`src/rtl/spi_slave_core_if.sv`:
```
// ============================================================================
// Module   : spi_slave_core_if
// Brief    : SPI pins plus local TX/RX valid-ready handshake for spi_slave_core.
// Revision : 1.0 - initial release
// ============================================================================
`timescale 1ns/1ps
`default_nettype none

interface spi_slave_core_if #(
  parameter int DATA_WIDTH = 8
);
  logic                  sclk;
  logic                  mosi;
  logic                  cs;
  logic                  miso;
  logic                  miso_oe;
  logic [DATA_WIDTH-1:0] tx_data;
  logic                  tx_valid;
  logic                  tx_ready;
  logic [DATA_WIDTH-1:0] rx_data;
  logic                  rx_valid;
  logic                  rx_ready;
  logic                  busy;
  logic                  tx_underrun;
  logic                  rx_overrun;

  modport slave (
    input  sclk, mosi, cs, tx_data, tx_valid, rx_ready,
    output miso, miso_oe, tx_ready, rx_data, rx_valid, busy, tx_underrun, rx_overrun
  );

  modport master (
    output sclk, mosi, cs, tx_data, tx_valid, rx_ready,
    input  miso, miso_oe, tx_ready, rx_data, rx_valid, busy, tx_underrun, rx_overrun
  );
endinterface

`default_nettype wire

```
`src/rtl/spi_slave_core.sv`:
```
// ============================================================================
// Module   : spi_slave_core
// Brief    : SPI mode-0 slave, fully in the ACLK domain (oversampled SCLK/CS).
// Revision : 1.0 - initial release
// ============================================================================
`timescale 1ns/1ps
`default_nettype none

module spi_slave_core #(
  parameter int                    DATA_WIDTH  = 8,
  parameter int                    SYNC_STAGES = 2,
  parameter logic [DATA_WIDTH-1:0] DEFAULT_TX  = '0
) (
  input  wire logic        ACLK,
  input  wire logic        ARESETN,
  spi_slave_core_if.slave  bus
);

  localparam int                 CNT_W  = $clog2(DATA_WIDTH);
  localparam logic [CNT_W-1:0]   C_LAST = CNT_W'(DATA_WIDTH - 1);

  typedef enum logic [0:0] {
    ST_IDLE   = 1'b0,
    ST_ACTIVE = 1'b1
  } state_t;

  // ---------------------------------------------------------------- sync
  logic [SYNC_STAGES-1:0] r_sclk_sync;
  logic [SYNC_STAGES-1:0] r_mosi_sync;
  logic [SYNC_STAGES-1:0] r_cs_sync;
  logic                   r_sclk_hist;
  logic                   r_cs_hist;

  always_ff @(posedge ACLK or negedge ARESETN) begin
    if (!ARESETN) begin
      r_sclk_sync <= '0;
      r_mosi_sync <= '0;
      r_cs_sync   <= '1;
      r_sclk_hist <= 1'b0;
      r_cs_hist   <= 1'b1;
    end else begin
      r_sclk_sync <= {r_sclk_sync[SYNC_STAGES-2:0], bus.sclk};
      r_mosi_sync <= {r_mosi_sync[SYNC_STAGES-2:0], bus.mosi};
      r_cs_sync   <= {r_cs_sync[SYNC_STAGES-2:0], bus.cs};
      r_sclk_hist <= r_sclk_sync[SYNC_STAGES-1];
      r_cs_hist   <= r_cs_sync[SYNC_STAGES-1];
    end
  end

  logic w_sclk_s, w_mosi_s, w_cs_s;
  logic w_sclk_rise, w_sclk_fall, w_cs_fall, w_cs_rise;

  assign w_sclk_s    = r_sclk_sync[SYNC_STAGES-1];
  assign w_mosi_s    = r_mosi_sync[SYNC_STAGES-1];
  assign w_cs_s      = r_cs_sync[SYNC_STAGES-1];
  assign w_sclk_rise =  w_sclk_s & ~r_sclk_hist;
  assign w_sclk_fall = ~w_sclk_s &  r_sclk_hist;
  assign w_cs_fall   = ~w_cs_s   &  r_cs_hist;
  assign w_cs_rise   =  w_cs_s   & ~r_cs_hist;

  // ---------------------------------------------------------------- state
  state_t                  r_state;
  logic                    r_busy;
  logic                    r_miso_oe;
  logic [CNT_W-1:0]        r_bit_cnt;
  logic [DATA_WIDTH-1:0]   r_tx_shift;
  logic [DATA_WIDTH-2:0]   r_rx_shift;
  logic [DATA_WIDTH-1:0]   r_rx_data;
  logic                    r_rx_valid;
  logic                    r_tx_underrun;
  logic                    r_rx_overrun;
  logic                    r_underrun_pend;
  logic [DATA_WIDTH-1:0]   r_hold;
  logic                    r_hold_full;

  logic                    w_active;
  logic                    w_reload;
  logic                    w_tx_accept;
  logic [DATA_WIDTH-1:0]   w_rx_next;

  assign w_active    = (r_state == ST_ACTIVE) & ~w_cs_rise;
  assign w_reload    = ((r_state == ST_IDLE) & w_cs_fall)
                     | (w_active & w_sclk_fall & (r_bit_cnt == '0));
  assign w_tx_accept = bus.tx_valid & ~r_hold_full;
  assign w_rx_next   = {r_rx_shift, w_mosi_s};

  // Reload samples the pre-load holding state, so a same-cycle load is kept.
  always_ff @(posedge ACLK or negedge ARESETN) begin
    if (!ARESETN) begin
      r_hold      <= '0;
      r_hold_full <= 1'b0;
    end else if (w_reload && r_hold_full) begin
      r_hold_full <= 1'b0;
    end else if (w_tx_accept) begin
      r_hold      <= bus.tx_data;
      r_hold_full <= 1'b1;
    end
  end

  always_ff @(posedge ACLK or negedge ARESETN) begin
    if (!ARESETN) begin
      r_state         <= ST_IDLE;
      r_busy          <= 1'b0;
      r_miso_oe       <= 1'b0;
      r_bit_cnt       <= '0;
      r_tx_shift      <= '0;
      r_rx_shift      <= '0;
      r_rx_data       <= '0;
      r_rx_valid      <= 1'b0;
      r_tx_underrun   <= 1'b0;
      r_rx_overrun    <= 1'b0;
      r_underrun_pend <= 1'b0;
    end else begin
      r_tx_underrun <= 1'b0;
      r_rx_overrun  <= 1'b0;
      if (r_rx_valid && bus.rx_ready) begin
        r_rx_valid <= 1'b0;
      end

      case (r_state)
        ST_IDLE: begin
          if (w_cs_fall) begin
            r_state    <= ST_ACTIVE;
            r_busy     <= 1'b1;
            r_miso_oe  <= 1'b1;
            r_bit_cnt  <= '0;
            r_rx_shift <= '0;
            if (r_hold_full) begin
              r_tx_shift <= r_hold;
            end else begin
              r_tx_shift    <= DEFAULT_TX;
              r_tx_underrun <= 1'b1;
            end
          end
        end

        ST_ACTIVE: begin
          if (w_cs_rise) begin
            r_state         <= ST_IDLE;
            r_busy          <= 1'b0;
            r_miso_oe       <= 1'b0;
            r_bit_cnt       <= '0;
            r_tx_shift      <= '0;
            r_rx_shift      <= '0;
            r_underrun_pend <= 1'b0;
          end else begin
            if (w_sclk_rise) begin
              r_rx_shift <= w_rx_next[DATA_WIDTH-2:0];
              if (r_bit_cnt == C_LAST) begin
                r_bit_cnt  <= '0;
                r_rx_data  <= w_rx_next;
                r_rx_valid <= 1'b1;
                if (r_rx_valid && !bus.rx_ready) begin
                  r_rx_overrun <= 1'b1;
                end
              end else begin
                r_bit_cnt <= r_bit_cnt + 1'b1;
              end
              // An empty boundary reload is only an underrun once the word really starts;
              // the trailing SCLK fall at frame end must not flag one.
              if (r_underrun_pend) begin
                r_tx_underrun   <= 1'b1;
                r_underrun_pend <= 1'b0;
              end
            end

            if (w_sclk_fall) begin
              if (r_bit_cnt == '0) begin
                if (r_hold_full) begin
                  r_tx_shift <= r_hold;
                end else begin
                  r_tx_shift      <= DEFAULT_TX;
                  r_underrun_pend <= 1'b1;
                end
              end else begin
                r_tx_shift <= r_tx_shift << 1;
              end
            end
          end
        end

        default: r_state <= ST_IDLE;
      endcase
    end
  end

  assign bus.miso        = r_tx_shift[DATA_WIDTH-1];
  assign bus.miso_oe     = r_miso_oe;
  assign bus.tx_ready    = ~r_hold_full;
  assign bus.rx_data     = r_rx_data;
  assign bus.rx_valid    = r_rx_valid;
  assign bus.busy        = r_busy;
  assign bus.tx_underrun = r_tx_underrun;
  assign bus.rx_overrun  = r_rx_overrun;

endmodule

`default_nettype wire

```
`src/flat_wrapper.sv`:
```
// flat-port wrapper written by rule: the top's interface ports become plain ports
module spi_slave_core_flat 
#(
  parameter int                    DATA_WIDTH  = 8,
  parameter int                    SYNC_STAGES = 2,
  parameter logic [DATA_WIDTH-1:0] DEFAULT_TX  = '0
)
  (ACLK, ARESETN, bus_sclk, bus_mosi, bus_cs, bus_tx_data, bus_tx_valid, bus_rx_ready, bus_miso, bus_miso_oe, bus_tx_ready, bus_rx_data, bus_rx_valid, bus_busy, bus_tx_underrun, bus_rx_overrun);
  spi_slave_core_if #(.DATA_WIDTH(DATA_WIDTH)) bus_i ();
  input  wire logic ACLK;
  input  wire logic ARESETN;
  input wire logic [$bits(bus_i.sclk)-1:0] bus_sclk;
  input wire logic [$bits(bus_i.mosi)-1:0] bus_mosi;
  input wire logic [$bits(bus_i.cs)-1:0] bus_cs;
  input wire logic [$bits(bus_i.tx_data)-1:0] bus_tx_data;
  input wire logic [$bits(bus_i.tx_valid)-1:0] bus_tx_valid;
  input wire logic [$bits(bus_i.rx_ready)-1:0] bus_rx_ready;
  output wire logic [$bits(bus_i.miso)-1:0] bus_miso;
  output wire logic [$bits(bus_i.miso_oe)-1:0] bus_miso_oe;
  output wire logic [$bits(bus_i.tx_ready)-1:0] bus_tx_ready;
  output wire logic [$bits(bus_i.rx_data)-1:0] bus_rx_data;
  output wire logic [$bits(bus_i.rx_valid)-1:0] bus_rx_valid;
  output wire logic [$bits(bus_i.busy)-1:0] bus_busy;
  output wire logic [$bits(bus_i.tx_underrun)-1:0] bus_tx_underrun;
  output wire logic [$bits(bus_i.rx_overrun)-1:0] bus_rx_overrun;
  assign bus_i.sclk = bus_sclk;
  assign bus_i.mosi = bus_mosi;
  assign bus_i.cs = bus_cs;
  assign bus_i.tx_data = bus_tx_data;
  assign bus_i.tx_valid = bus_tx_valid;
  assign bus_i.rx_ready = bus_rx_ready;
  assign bus_miso = bus_i.miso;
  assign bus_miso_oe = bus_i.miso_oe;
  assign bus_tx_ready = bus_i.tx_ready;
  assign bus_rx_data = bus_i.rx_data;
  assign bus_rx_valid = bus_i.rx_valid;
  assign bus_busy = bus_i.busy;
  assign bus_tx_underrun = bus_i.tx_underrun;
  assign bus_rx_overrun = bus_i.rx_overrun;
  spi_slave_core #(.DATA_WIDTH(DATA_WIDTH), .SYNC_STAGES(SYNC_STAGES), .DEFAULT_TX(DEFAULT_TX)) u_core (.ACLK(ACLK), .ARESETN(ARESETN), .bus(bus_i));
endmodule
```
`config.mk`:
```
export PLATFORM = sky130hd
export DESIGN_NAME = spi_slave_core_flat
export DESIGN_NICKNAME = d
export VERILOG_FILES = /design/src/rtl/spi_slave_core_if.sv /design/src/rtl/spi_slave_core.sv /design/src/flat_wrapper.sv
export SDC_FILE = /design/constraint.sdc
export NUM_CORES = 1
export LEC_CHECK = 0
export CORE_UTILIZATION = 38
export CTS_BUF_LIST = sky130_fd_sc_hd__clkbuf_4 sky130_fd_sc_hd__clkbuf_8 sky130_fd_sc_hd__clkbuf_16
export DETAILED_ROUTE_END_ITERATION = 7
export PLACE_DENSITY = 0.71
export SYNTH_ARGS = -nofsm -noshare
export SYNTH_HDL_FRONTEND = slang
export SYNTH_SLANG_ARGS = --single-unit
```
`constraint.sdc`:
```
create_clock -name ACLK -period 3.7 [get_ports ACLK]
set_input_delay 1.11 -clock ACLK [delete_from_list [all_inputs] [get_ports ACLK]]
set_output_delay 1.11 -clock ACLK [all_outputs]
set_load 0.1 [all_outputs]
```
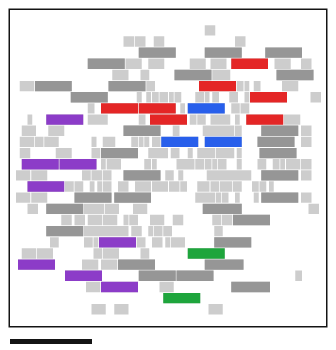
run_1/registers.png
Bar = 20 um. Other sequential cells in the stronger grey, the rest of the logic in the fainter grey.
| signal | colour | flops |
|---|---|---|
| `u_core.r_hold` | purple | 8 |
| `u_core.r_rx_shift` | red | 7 |
| `u_core.r_sclk_sync` | green | 2 |
| `u_core.r_bit_cnt` | blue | 3 |
not coloured: 29
storage element area: 0.001230 mm2
end-of-flow core utilization: 0.4822
share of cell area taken by flip-flops and latches: 0.4840
power attributed to sequential cells: 0.712 mW

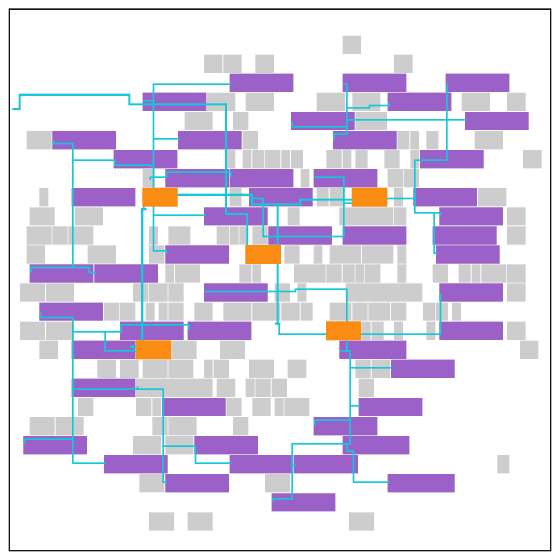
run_1/clock_map.png
[cells driving clock nets] orange | count: 5
[flip-flops] purple | count: 49
[clock wires] cyan | length: 584 um
routed clock nets: 6
power dissipated in the clock network: 0.445 mW
clock skew: 0.004378 ns
clock insertion delay at the later pin of the skew report: 0.30 ns
clock group share of total power: 0.281

==> run summary, run 1 <==
fresh numbers from the pnr run: run status=complete, no violations, Internal Dissipation=approximately 1.1 mW, via count of the first global-routing pass=1,345, standard cell core area=0.005270 mm2, post-synthesis chip area from yosys=0.002140 mm2, top logic cell by instance count in the layout=sky130_fd_sc_hd__dfrtp_1, worst-margin pin slew=roughly 1.1 ns, sequential power share=0.448, pin count of the biggest net entering global routing=50, maximum resistive drop on vdd=0.4394 mV, average detailed-routed wire length per instance=about 13 um, async set-reset flop share out of synthesis=1.000, post-placement cell count=270, final hold violation count=0, Diodes inserted=0, area growth from synthesis to layout=18.77%, Clk Tree Root Cell=sky130_fd_sc_hd__clkbuf_8, Rel. slew slack=0.2960, share of the clock period used by the worst path=0.6436, number of nets with antenna violations after routing=0, average size of a mapped cell=~12 um2, cell count listed in synth_stat.txt=182, cell type with the highest aggregate area in the netlist=sky130_fd_sc_hd__dfrtp_1, synthesis warning total=0, total grt overflow=0, Die Footprint=0.005934 mm2, fraction of layout cells with a size suffix above 1=0.2212, combinational cell fraction of total power=0.271, share of total power consumed by net switching=0.3195, number of buffer cells added on primary ports=29, cell with the most instances after synthesis=sky130_fd_sc_hd__dfrtp_1, Post-synth top cells=46 x sky130_fd_sc_hd__dfrtp_1, 16 x sky130_fd_sc_hd__nand2_1, 15 x sky130_fd_sc_hd__mux2_2, clock tree from TritonCTS=yes, Dominant cell area share=0.5380, Worst Slack Setup Final=approximately 1.3 ns, Longest Clk Path Bufs=2, Pwr Density=624.8 mW/mm2, data required time at the worst endpoint=3.89 ns, placement-stage cell area=0.002407 mm2, number of antenna violations at the first check in global routing=0, final-report max-slew violation count=0, effective utilization at floorplan=0.4060, routed length on met3=187 um
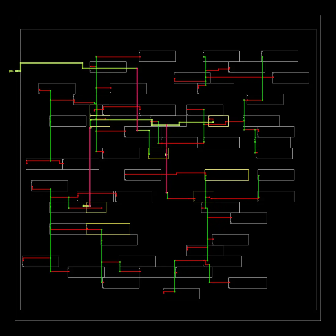
run_1/final_clocks.png
number of clock buffers inserted by TritonCTS: 5
number of clock buffers in the layout: 5
total clock sinks: 49
count of flip-flops and latches: 49

-- run 1: critical path, stage by stage --
cell and delay (ns):
sky130_fd_sc_hd__clkdlybuf4s50_1 0.44, sky130_fd_sc_hd__nor2b_1 0.61, sky130_fd_sc_hd__mux2_2 0.41
-- run 1: cell type report --
cell class	count	area [um2]
Fill cell	507	2729
Clock buffer	5	68.82
Sequential cell	49	1230
Inverter	6	22.52
Timing Repair Buffer	30	255.2
Multi-Input combinational cell	115	812.0
Clock inverter	3	65.06
Tap cell	70	87.58
-- run 1: path summary, 6_finish.rpt --
path | to | cells past startpoint | start | slack (ns)
worst max-delay path | u_core.r_hold[5] | 3 | bus_tx_valid | 1.32
worst min-delay path | u_core.r_mosi_sync[1] | 0 | u_core.r_mosi_sync[0] | 0.36
worst max register to register | u_core.r_tx_shift[0] | 3 | u_core.r_state | 1.61
worst min register to register | u_core.r_mosi_sync[1] | 0 | u_core.r_mosi_sync[0] | 0.36
max in group asynchronous | u_core.r_hold[7] | 1 | ARESETN | 2.06
min in group asynchronous | u_core.r_tx_shift[4] | 1 | ARESETN | 0.99
-- run 1: power by group through the flow --
stage / Sequential (mW) / Combinational [mW] / Clock [mW]
finish: 0.712 / 0.430 / 0.445
global route: 0.729 / 0.469 / 0.480
CTS: 0.713 / 0.436 / 0.458
detailed placement: 0.724 / 0.433 / 0
global placement: 0.721 / 0.424 / 0
floorplan: 0.743 / 0.317 / 0
-- run 1: logic make-up after synthesis --
logic type / count (synthesis) / share of synthesized area
mux: 24 / 0.1222
fa+ha+maj: 4 / 0.02339
buf+inv: 18 / 0.04561
simple gates: 60 / 0.1526
compound gates: 27 / 0.08128
flops: 49 / 0.5749
==> run 2: changes to the inputs <==
==> constraint.sdc (replaced) <==
create_clock -name ACLK -period 2.35 [get_ports ACLK]
set_input_delay 0.705 -clock ACLK [delete_from_list [all_inputs] [get_ports ACLK]]
set_output_delay 0.705 -clock ACLK [all_outputs]
set_load 0.1 [all_outputs]
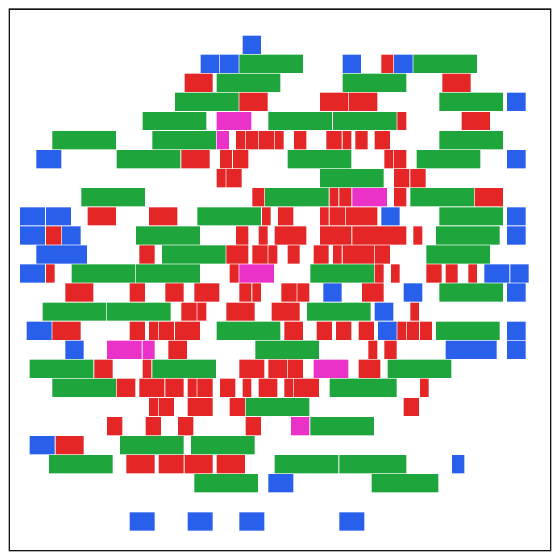
run_2/cell_classes.png
| class | colour | cells | share of their area |
|---|---|---|---|
| other buffers and delay cells | blue | 36 | 13% |
| all other logic | red | 121 | 34% |
| flip-flops | green | 49 | 50% |
| clock drivers and dummy loads | magenta | 8 | 3.5% |
num rows: 26
end-of-flow core utilization: 0.4865
standard cell core area: 0.005270 mm2

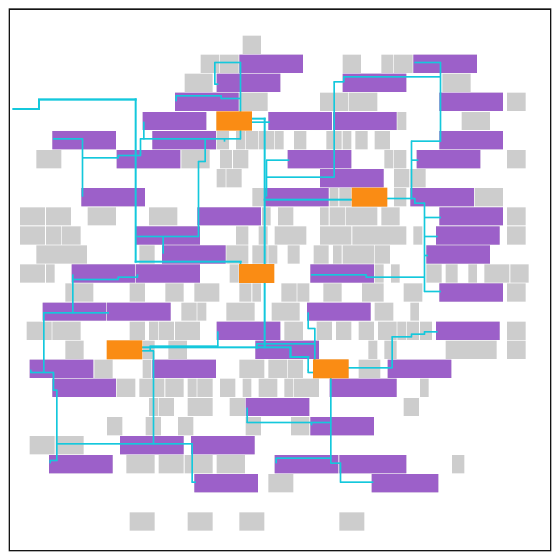
run_2/clock_map.png
[clock wires] cyan | length: 552 um
[flip-flops] purple | count: 49
[cells driving clock nets] orange | count: 5
routed clock nets: 6
clock group share of total power: 0.206
power dissipated in the clock network: 0.479 mW

==> run summary, run 2 <==
fresh numbers from the pnr run: Rel. slew slack=0.6501, Critical Path, Cell by Cell=inv_1, buf_12, highest-delay cell along the critical path=sky130_fd_sc_hd__dfrtp_1, synthesized-area fraction occupied by xor and xnor cells=0, average size of a mapped cell=roughly 12 um2, post-placement cell count=276, Dominant cell area share=0.5380, clock insertion delay at the later pin of the skew report=0.30 ns, routed length on met3=246 um, effective utilization at floorplan=0.4060, CP peak stage delay=0.55 ns, Die Footprint=0.005934 mm2, cell with the most instances after synthesis=sky130_fd_sc_hd__dfrtp_1, buffer-and-inverter tally for the worst setup path=2, area growth from synthesis to layout=19.82%, cell type with the highest aggregate area in the netlist=sky130_fd_sc_hd__dfrtp_1, run status=complete, no violations, pin count of the biggest net entering global routing=29, compound-gate portion of the synthesized area=0.08129, average detailed-routed wire length per instance=13.24 um, clock skew=around 0.0067 ns, Pwr Density=a little over 900 mW/mm2, placement-stage cell area=0.002477 mm2, Worst Slack Setup Final=0.4836 ns, cell count listed in synth_stat.txt=roughly 180, worst-margin pin slew=0.5249 ns, data required time at the worst endpoint=1.64 ns, top logic cell by instance count in the layout=sky130_fd_sc_hd__dfrtp_1, mux frac, synth=0.1222, number of buffer cells added on primary ports=29, clock tree from TritonCTS=yes, total clock sinks=49, share of the clock period used by the worst path=0.7942, Clk Tree Root Cell=sky130_fd_sc_hd__clkbuf_8, post-synthesis chip area from yosys=approximately 0.0021 mm2, Post-synth top cells=46 x sky130_fd_sc_hd__dfrtp_1, 16 x sky130_fd_sc_hd__nand2_1, 15 x sky130_fd_sc_hd__mux2_2, via count of the first global-routing pass=1,398, final-report max-slew violation count=0, number of clock buffers inserted by TritonCTS=5, number of antenna violations at the first check in global routing=0
==> run 2: cell counts after synthesis <==
No cell type changed its count.
==> run 2: layout make-up <==
class / instances / area (um2)
Fill cell: 508 / 2706
Sequential cell: 49 / 1230
Multi-Input combinational cell: 115 / 812.0
Timing Repair Buffer: 36 / 325.3
Tap cell: 70 / 87.58
Clock buffer: 5 / 68.82
Inverter: 6 / 22.52
Clock inverter: 3 / 17.52
==> run 2: kinds of logic after synthesis <==
| group | after synthesis |
|---|---|
| and+or+nand+nor | 60 |
| DFF | 49 |
| AOI/OAI and AO/OA | 27 |
| muxes | 24 |
| buffers and inverters | 18 |
| adders and majority gates | 4 |
==> run 2: layer usage <==
layer,track usage,vias to the layer above
met4,0.05094,0
met5,0,-
met1,0.1908,713
li1,-,698
met3,0.04167,6
met2,0.2125,49
==> run 2: worst paths after layout <==
| path | start | endpoint | slack, ns | cells after the start |
|---|---|---|---|---|
| worst max-delay path | u_core.r_hold_full | bus_tx_ready | 0.48 | 2 |
| worst min-delay path | u_core.r_mosi_sync[0] | u_core.r_mosi_sync[1] | 0.36 | 0 |
| worst max register to register | u_core.r_cs_hist | u_core.r_tx_shift[1] | 0.60 | 5 |
| worst min register to register | u_core.r_mosi_sync[0] | u_core.r_mosi_sync[1] | 0.36 | 0 |
| max in group asynchronous | ARESETN | u_core.r_cs_hist | 1.39 | 2 |
| min in group asynchronous | ARESETN | u_core.r_sclk_sync[0] | 0.37 | 1 |
==> run 2: power breakdown <==
part | switching, mW | internal, mW | leakage [nW]
Sequential | 0.106 | 1.00 | 0.617
Combinational | 0.423 | 0.315 | 0.563
Clock | 0.273 | 0.206 | 0.0439
Power figures rest on the tool's default switching activity, not on a simulated workload.
